===== src/rtl/usb_rx_pkg.sv =====
// Shared types and helpers for the USB full-speed receive controller.
package usb_rx_pkg;

   typedef enum logic [3:0] {
      S_IDLE,
      S_SYNC,
      S_PID_RCV,
      S_PID_CHK,
      S_WAIT,
      S_RCV,
      S_WRITE,
      S_EOP_WAIT,
      S_ERR,
      S_ERR_EOP,
      S_ERR_IDLE
   } rx_state_t;

   typedef enum logic [2:0] {
      ERR_NONE  = 3'd0,
      ERR_SYNC  = 3'd1,
      ERR_PID   = 3'd2,
      ERR_EOP   = 3'd3,
      ERR_OVF   = 3'd4,
      ERR_FULL  = 3'd5,
      ERR_STALL = 3'd6
   } err_code_t;

   localparam logic [7:0] SYNC_BYTE_DEF = 8'h80;

   // A PID byte carries its own check field: upper nibble is the ones' complement of the lower.
   function automatic logic pid_ok(input logic [7:0] pid);
      return pid[3:0] == ~pid[7:4];
   endfunction

endpackage


===== src/rtl/usb_rx_stall_timer.sv =====
// Saturating bit-time counter; flags a stall once LIMIT increments occur without a clear.
module usb_rx_stall_timer #(
   parameter int LIMIT = 16
) (
   input  logic clk,
   input  logic rst,
   input  logic i_clr,
   input  logic i_inc,
   output logic o_expired
);

   localparam int W = $clog2(LIMIT + 1);
   localparam logic [W-1:0] LIM = W'(LIMIT);

   logic [W-1:0] r_cnt;

   always_ff @(posedge clk or posedge rst) begin
      if (rst) begin
         r_cnt <= '0;
      end else if (i_clr) begin
         r_cnt <= '0;
      end else if (i_inc && (r_cnt != LIM)) begin
         r_cnt <= r_cnt + 1'b1;
      end
   end

   assign o_expired = (r_cnt == LIM);

endmodule


===== src/rtl/usb_rx_ctrl_p.sv =====
// USB full-speed receive control: SYNC/PID/data/EOP sequencing with PID check,
// byte-count overflow, FIFO back-pressure and stall detection, and a first-cause error code.
module usb_rx_ctrl_p
   import usb_rx_pkg::*;
#(
   parameter logic [7:0] SYNC_BYTE    = SYNC_BYTE_DEF,
   parameter int          MAX_BYTES    = 64,
   parameter int          TIMEOUT_BITS = 16,
   parameter int          CNT_W        = $clog2(MAX_BYTES + 1)
) (
   input  logic             clk,
   input  logic             rst,
   input  logic             d_edge,
   input  logic             eop,
   input  logic             shift_enable,
   input  logic [7:0]       rcv_data,
   input  logic             byte_received,
   input  logic             fifo_full,
   output logic             rcving,
   output logic             w_enable,
   output logic             r_error,
   output logic             pid_clear,
   output logic             pid_set,
   output logic             pkt_done,
   output logic [CNT_W-1:0] byte_count,
   output logic [2:0]       err_code
);

   localparam logic [CNT_W-1:0] MAX_CNT = CNT_W'(MAX_BYTES);

   rx_state_t        r_state, w_next;
   err_code_t        w_cause, r_err_code;
   logic [7:0]       r_pid;
   logic [CNT_W-1:0] r_count;
   logic             r_err, r_pid_clear, r_pkt_done;
   logic             w_stall, w_stall_inc, w_stall_clr, w_sync_entry, w_err_next;

   assign w_sync_entry = (w_next == S_SYNC) && (r_state != S_SYNC);
   assign w_err_next   = (w_next == S_ERR) || (w_next == S_ERR_EOP) || (w_next == S_ERR_IDLE);
   assign w_stall_inc  = shift_enable &&
                         ((r_state == S_SYNC) || (r_state == S_PID_RCV) ||
                          (r_state == S_WAIT) || (r_state == S_RCV));
   assign w_stall_clr  = byte_received || eop || w_sync_entry;

   usb_rx_stall_timer #(.LIMIT(TIMEOUT_BITS)) u_stall (
      .clk       (clk),
      .rst       (rst),
      .i_clr     (w_stall_clr),
      .i_inc     (w_stall_inc),
      .o_expired (w_stall)
   );

   always_ff @(posedge clk or posedge rst) begin
      if (rst) r_state <= S_IDLE;
      else     r_state <= w_next;
   end

   // Error branches are ordered by priority; the stall check always comes last.
   always_comb begin
      w_next  = r_state;
      w_cause = ERR_NONE;
      case (r_state)
         S_IDLE: if (d_edge) w_next = S_SYNC;
         S_SYNC: begin
            if (byte_received) begin
               if (rcv_data == SYNC_BYTE) begin
                  w_next = S_PID_RCV;
               end else begin
                  w_next  = S_ERR;
                  w_cause = ERR_SYNC;
               end
            end else if (w_stall) begin
               w_next  = S_ERR;
               w_cause = ERR_STALL;
            end
         end
         S_PID_RCV: begin
            if (shift_enable && eop) begin
               w_next  = S_ERR_EOP;
               w_cause = ERR_EOP;
            end else if (byte_received) begin
               w_next = S_PID_CHK;
            end else if (w_stall) begin
               w_next  = S_ERR;
               w_cause = ERR_STALL;
            end
         end
         S_PID_CHK: begin
            if (pid_ok(r_pid)) begin
               w_next = S_WAIT;
            end else begin
               w_next  = S_ERR;
               w_cause = ERR_PID;
            end
         end
         S_WAIT: begin
            if (shift_enable) begin
               w_next = eop ? S_EOP_WAIT : S_RCV;
            end else if (w_stall) begin
               w_next  = S_ERR;
               w_cause = ERR_STALL;
            end
         end
         S_RCV: begin
            if (byte_received) begin
               if (r_count == MAX_CNT) begin
                  w_next  = S_ERR;
                  w_cause = ERR_OVF;
               end else if (fifo_full) begin
                  w_next  = S_ERR;
                  w_cause = ERR_FULL;
               end else begin
                  w_next = S_WRITE;
               end
            end else if (shift_enable && eop) begin
               w_next  = S_ERR_EOP;
               w_cause = ERR_EOP;
            end else if (w_stall) begin
               w_next  = S_ERR;
               w_cause = ERR_STALL;
            end
         end
         S_WRITE:    w_next = S_WAIT;
         S_EOP_WAIT: if (d_edge) w_next = S_IDLE;
         S_ERR:      if (shift_enable && eop) w_next = S_ERR_EOP;
         S_ERR_EOP:  if (d_edge) w_next = S_ERR_IDLE;
         S_ERR_IDLE: if (d_edge) w_next = S_SYNC;
         default:    w_next = S_IDLE;
      endcase
   end

   always_ff @(posedge clk or posedge rst) begin
      if (rst) begin
         r_pid       <= '0;
         r_count     <= '0;
         r_err       <= 1'b0;
         r_err_code  <= ERR_NONE;
         r_pid_clear <= 1'b0;
         r_pkt_done  <= 1'b0;
      end else begin
         r_pid_clear <= w_sync_entry;
         r_pkt_done  <= (r_state == S_WAIT) && (w_next == S_EOP_WAIT);
         if (r_state == S_PID_RCV && byte_received) r_pid <= rcv_data;
         if (w_sync_entry) begin
            r_err      <= 1'b0;
            r_err_code <= ERR_NONE;
            r_count    <= '0;
         end else begin
            if (w_err_next) r_err <= 1'b1;
            if (r_err_code == ERR_NONE && w_cause != ERR_NONE) r_err_code <= w_cause;
            if (r_state == S_WRITE && r_count != MAX_CNT) r_count <= r_count + 1'b1;
         end
      end
   end

   assign rcving     = (r_state != S_IDLE) && (r_state != S_ERR_IDLE);
   assign w_enable   = (r_state == S_WRITE);
   assign pid_set    = (r_state == S_PID_CHK) && pid_ok(r_pid);
   assign pid_clear  = r_pid_clear;
   assign pkt_done   = r_pkt_done;
   assign r_error    = r_err;
   assign err_code   = r_err_code;
   assign byte_count = r_count;

endmodule


===== config.mk =====
export PLATFORM = sky130hd
export DESIGN_NAME = usb_rx_ctrl_p
export DESIGN_NICKNAME = d
export VERILOG_FILES = /design/src/rtl/usb_rx_pkg.sv /design/src/rtl/usb_rx_stall_timer.sv /design/src/rtl/usb_rx_ctrl_p.sv
export SDC_FILE = /design/constraint.sdc
export NUM_CORES = 1
export LEC_CHECK = 0
export CORE_ASPECT_RATIO = 2
export CORE_MARGIN = 3
export CORE_UTILIZATION = 40
export DETAILED_ROUTE_END_ITERATION = 12
export GPL_TIMING_DRIVEN = 1
export MAX_ROUTING_LAYER = met4
export PLACE_DENSITY = 0.64
export SLEW_MARGIN = 30
export SYNTH_ARGS = -nofsm -noshare
export SYNTH_HDL_FRONTEND = slang
export SYNTH_HIERARCHICAL = 1
export SYNTH_SLANG_ARGS = --single-unit

===== constraint.sdc =====
create_clock -name clk -period 2.8 [get_ports clk]
set_input_delay 0.56 -clock clk [delete_from_list [all_inputs] [get_ports clk]]
set_output_delay 0.56 -clock clk [all_outputs]
set_load 0.1 [all_outputs]

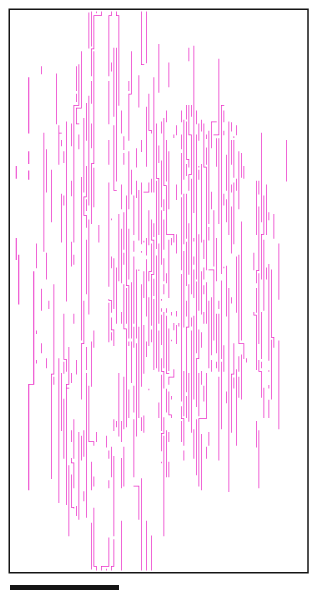
*The metal 2 layer*
The bar under the picture is 20 µm long.
The wires run mostly vertical. 252 nets have wire on it. The longest straight run is 37.4 µm. The layer carries 3,010 µm of wire. The layer holds 55% of the routed length.

==> tab_implementation.tex <==
% Synthesis and place-and-route results
\begin{tabular}{lr}
\hline
Metric & Value \\
\hline
\multicolumn{2}{l}{\textbf{Global route}} \\
Global-route wire length before repair & 8.44 mm \\
Global-route total usage across every layer & a little over a fifth \\
Largest net degree at the start of global routing & 26 \\
GR Overflow Total & 0 \\
\multicolumn{2}{l}{\textbf{STA}} \\
Max Clock Freq & between 0.3 and 0.4 GHz \\
Worst clock skew & about 0.0086 ns \\
Final Slew Violations & 0 \\
Setup repair after global routing missed its margin & false \\
Setup slack of the critical path after layout & about 0.11 ns \\
\multicolumn{2}{l}{\textbf{Routing}} \\
Number of antenna-violating nets in the routed design & 0 \\
Initial DRT Pass Iterations & 4 \\
Routed wirelength normalized by instance count & approximately 17 µm \\
Drt total wl & approximately 5.4 mm \\
\multicolumn{2}{l}{\textbf{Worst setup path}} \\
Crit path capture type & flip-flop \\
Maximum fanout along the worst path & 5 \\
Buffering stage count on the worst path with inverters included & 1 \\
Worst Path Required & about 3.0 ns \\
Slowest cell delay on critical path & around 0.54 ns \\
Data arrival time of the critical path & approximately 2.9 ns \\
\multicolumn{2}{l}{\textbf{Yosys}} \\
Flip-flops with a built-in enable & 0 \\
FF+latch count, synth & 30 \\
Syn Inst Count & 203 \\
Top cells by instance count after synthesis & 30 x sky130\_fd\_sc\_hd\_\_dfrtp\_1, 26 x sky130\_fd\_sc\_hd\_\_nor2\_1, 13 x sky130\_fd\_sc\_hd\_\_a21oi\_1 \\
Mapped Area & 1900 µm² \\
Most common reg cell & sky130\_fd\_sc\_hd\_\_dfrtp\_1 \\
Net Count, Synth & about 220 \\
\# Cells Yosys & 203 \\
\multicolumn{2}{l}{\textbf{Clock network}} \\
Clk pin slew, worst setup/hold paths & 0.07 ns \\
Clk sink count & 30 \\
\multicolumn{2}{l}{\textbf{Final layout}} \\
Layout net count & approximately 290 \\
Diodes inserted & 0 \\
Area used by sequential logic in the layout & 759 µm² \\
Cell Count, Final, Fillers Out & around 320 \\
\multicolumn{2}{l}{\textbf{Placed design}} \\
Worst slack at placement & -0.402 ns \\
Inst Count DP & roughly 310 \\
Post-detailed-placement half-perimeter wirelength & 4.07 mm \\
\multicolumn{2}{l}{\textbf{Floorplanning}} \\
Total core area & 4470 µm² \\
Die Y & roughly 100 µm \\
Placement Rows & 34 \\
\multicolumn{2}{l}{\textbf{Run}} \\
Max-capacitance violation count & 0 \\
\multicolumn{2}{l}{\textbf{Hold path}} \\
Class of the worst hold path & in2async \\
\multicolumn{2}{l}{\textbf{Outcome}} \\
Run status & complete, no violations \\
\multicolumn{2}{l}{\textbf{Power}} \\
Sequential fraction of design power & between 20\% and 30\% \\
Peak VDD IR & 0.741 mV \\
\hline
\end{tabular}
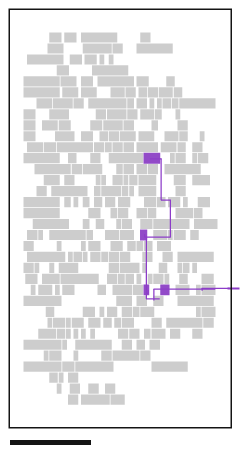
*Port wiring*
The bar under the picture is 20 µm long.
Key: eop = purple [direction input, end cells 4, buffers 2, wire 76.3 µm]
port bufs: 30
Boundary Pins: 31

## final cells by class
class	count	share of cell area, %
Clock buffer	8	4.14
Multi-Input combinational cell	157	42.8
Tap cell	54	2.54
Sequential cell	30	28.6
Inverter	8	1.13
Timing Repair Buffer	67	20.8
## routing by layer
metal	global-route usage, %	share of wire (%)
met1	21.0	36
met2	37.9	55
met3	3.30	4.3
met4	11.7	4.6
met5	-	0
## layout by cell type, fill, tap and decap left out, types with 6 or more instances in the layout
| master | n |
|---|---|
| sky130_fd_sc_hd__nor2b_1 | 6 |
| sky130_fd_sc_hd__inv_1 | 8 |
| sky130_fd_sc_hd__nor2_1 | 26 |
| sky130_fd_sc_hd__buf_4 | 50 |
| sky130_fd_sc_hd__nand2b_1 | 8 |
| sky130_fd_sc_hd__dlygate4sd2_1 | 10 |
| sky130_fd_sc_hd__nand2_1 | 12 |
| sky130_fd_sc_hd__mux2_2 | 9 |
| sky130_fd_sc_hd__dfrtp_1 | 23 |
| sky130_fd_sc_hd__dfrtp_2 | 7 |
| sky130_fd_sc_hd__xnor2_1 | 7 |
| sky130_fd_sc_hd__a21oi_1 | 12 |
| sky130_fd_sc_hd__clkbuf_8 | 8 |
## cell families after synthesis
| logic type | synth area share (%) |
|---|---|
| compound gates | 13.1 |
| xor+xnor | 5.54 |
| fa+ha+maj | 2.64 |
| simple gates | 28.3 |
| flops | 39.6 |
| buf+inv | 3.96 |
| mux | 6.93 |
## repair_timing
action                                  CTS  global route
resized                                  12             8
pin swaps                                 7             2
endpoints found under the setup margin    1            16
buffers inserted                          3             3
cloned                                    0             1
## per-stage QoR
| step | power, mW | hold slack (ns) | setup TNS (ns) |
|---|---|---|---|
| floorplan | 1.70 | 0.339 | 0 |
| finish | 2.54 | 0.506 | 0 |
| detailed placement | 2.10 | 0.490 | -4.19 |
| CTS | 2.54 | 0.505 | 0 |
| global placement | 2.09 | 0.487 | -3.31 |
| global route | 2.68 | 0.533 | 0 |
## final timing paths
| check | slack (ns) | to | startpoint |
|---|---|---|---|
| worst max-delay path | 0.11 | u_stall/r_cnt[0] | rcv_data[5] |
| worst min-delay path | 0.51 | u_stall/r_cnt[2] | rst |
| worst max register to register | 0.13 | u_stall/r_cnt[3] | u_stall/r_cnt[0] |
| worst min register to register | 0.51 | r_error | r_error |
| max in group asynchronous | 1.87 | r_state[2] | rst |
| min in group clk | 0.51 | r_error | r_error |
## sequential cells by signal, summed over array words and instances (netlist names)
name	cells
byte_count	7
r_pid	8
r_state	4
pid_clear	1
r_error	1
u_stall/r_cnt	5
pkt_done	1
err_code	3
## power by group through the flow
| stage | Sequential (mW) | Combinational [mW] | Clock [mW] |
|---|---|---|---|
| after floorplan | 1.09 | 0.608 | 0 |
| after global placement | 0.740 | 1.35 | 0 |
| after detailed placement | 0.744 | 1.35 | 0 |
| after CTS | 0.737 | 1.38 | 0.428 |
| after global routing | 0.758 | 1.47 | 0.446 |
| final | 0.740 | 1.38 | 0.413 |
No activity file was given, so power comes from the tool's default toggle rates.
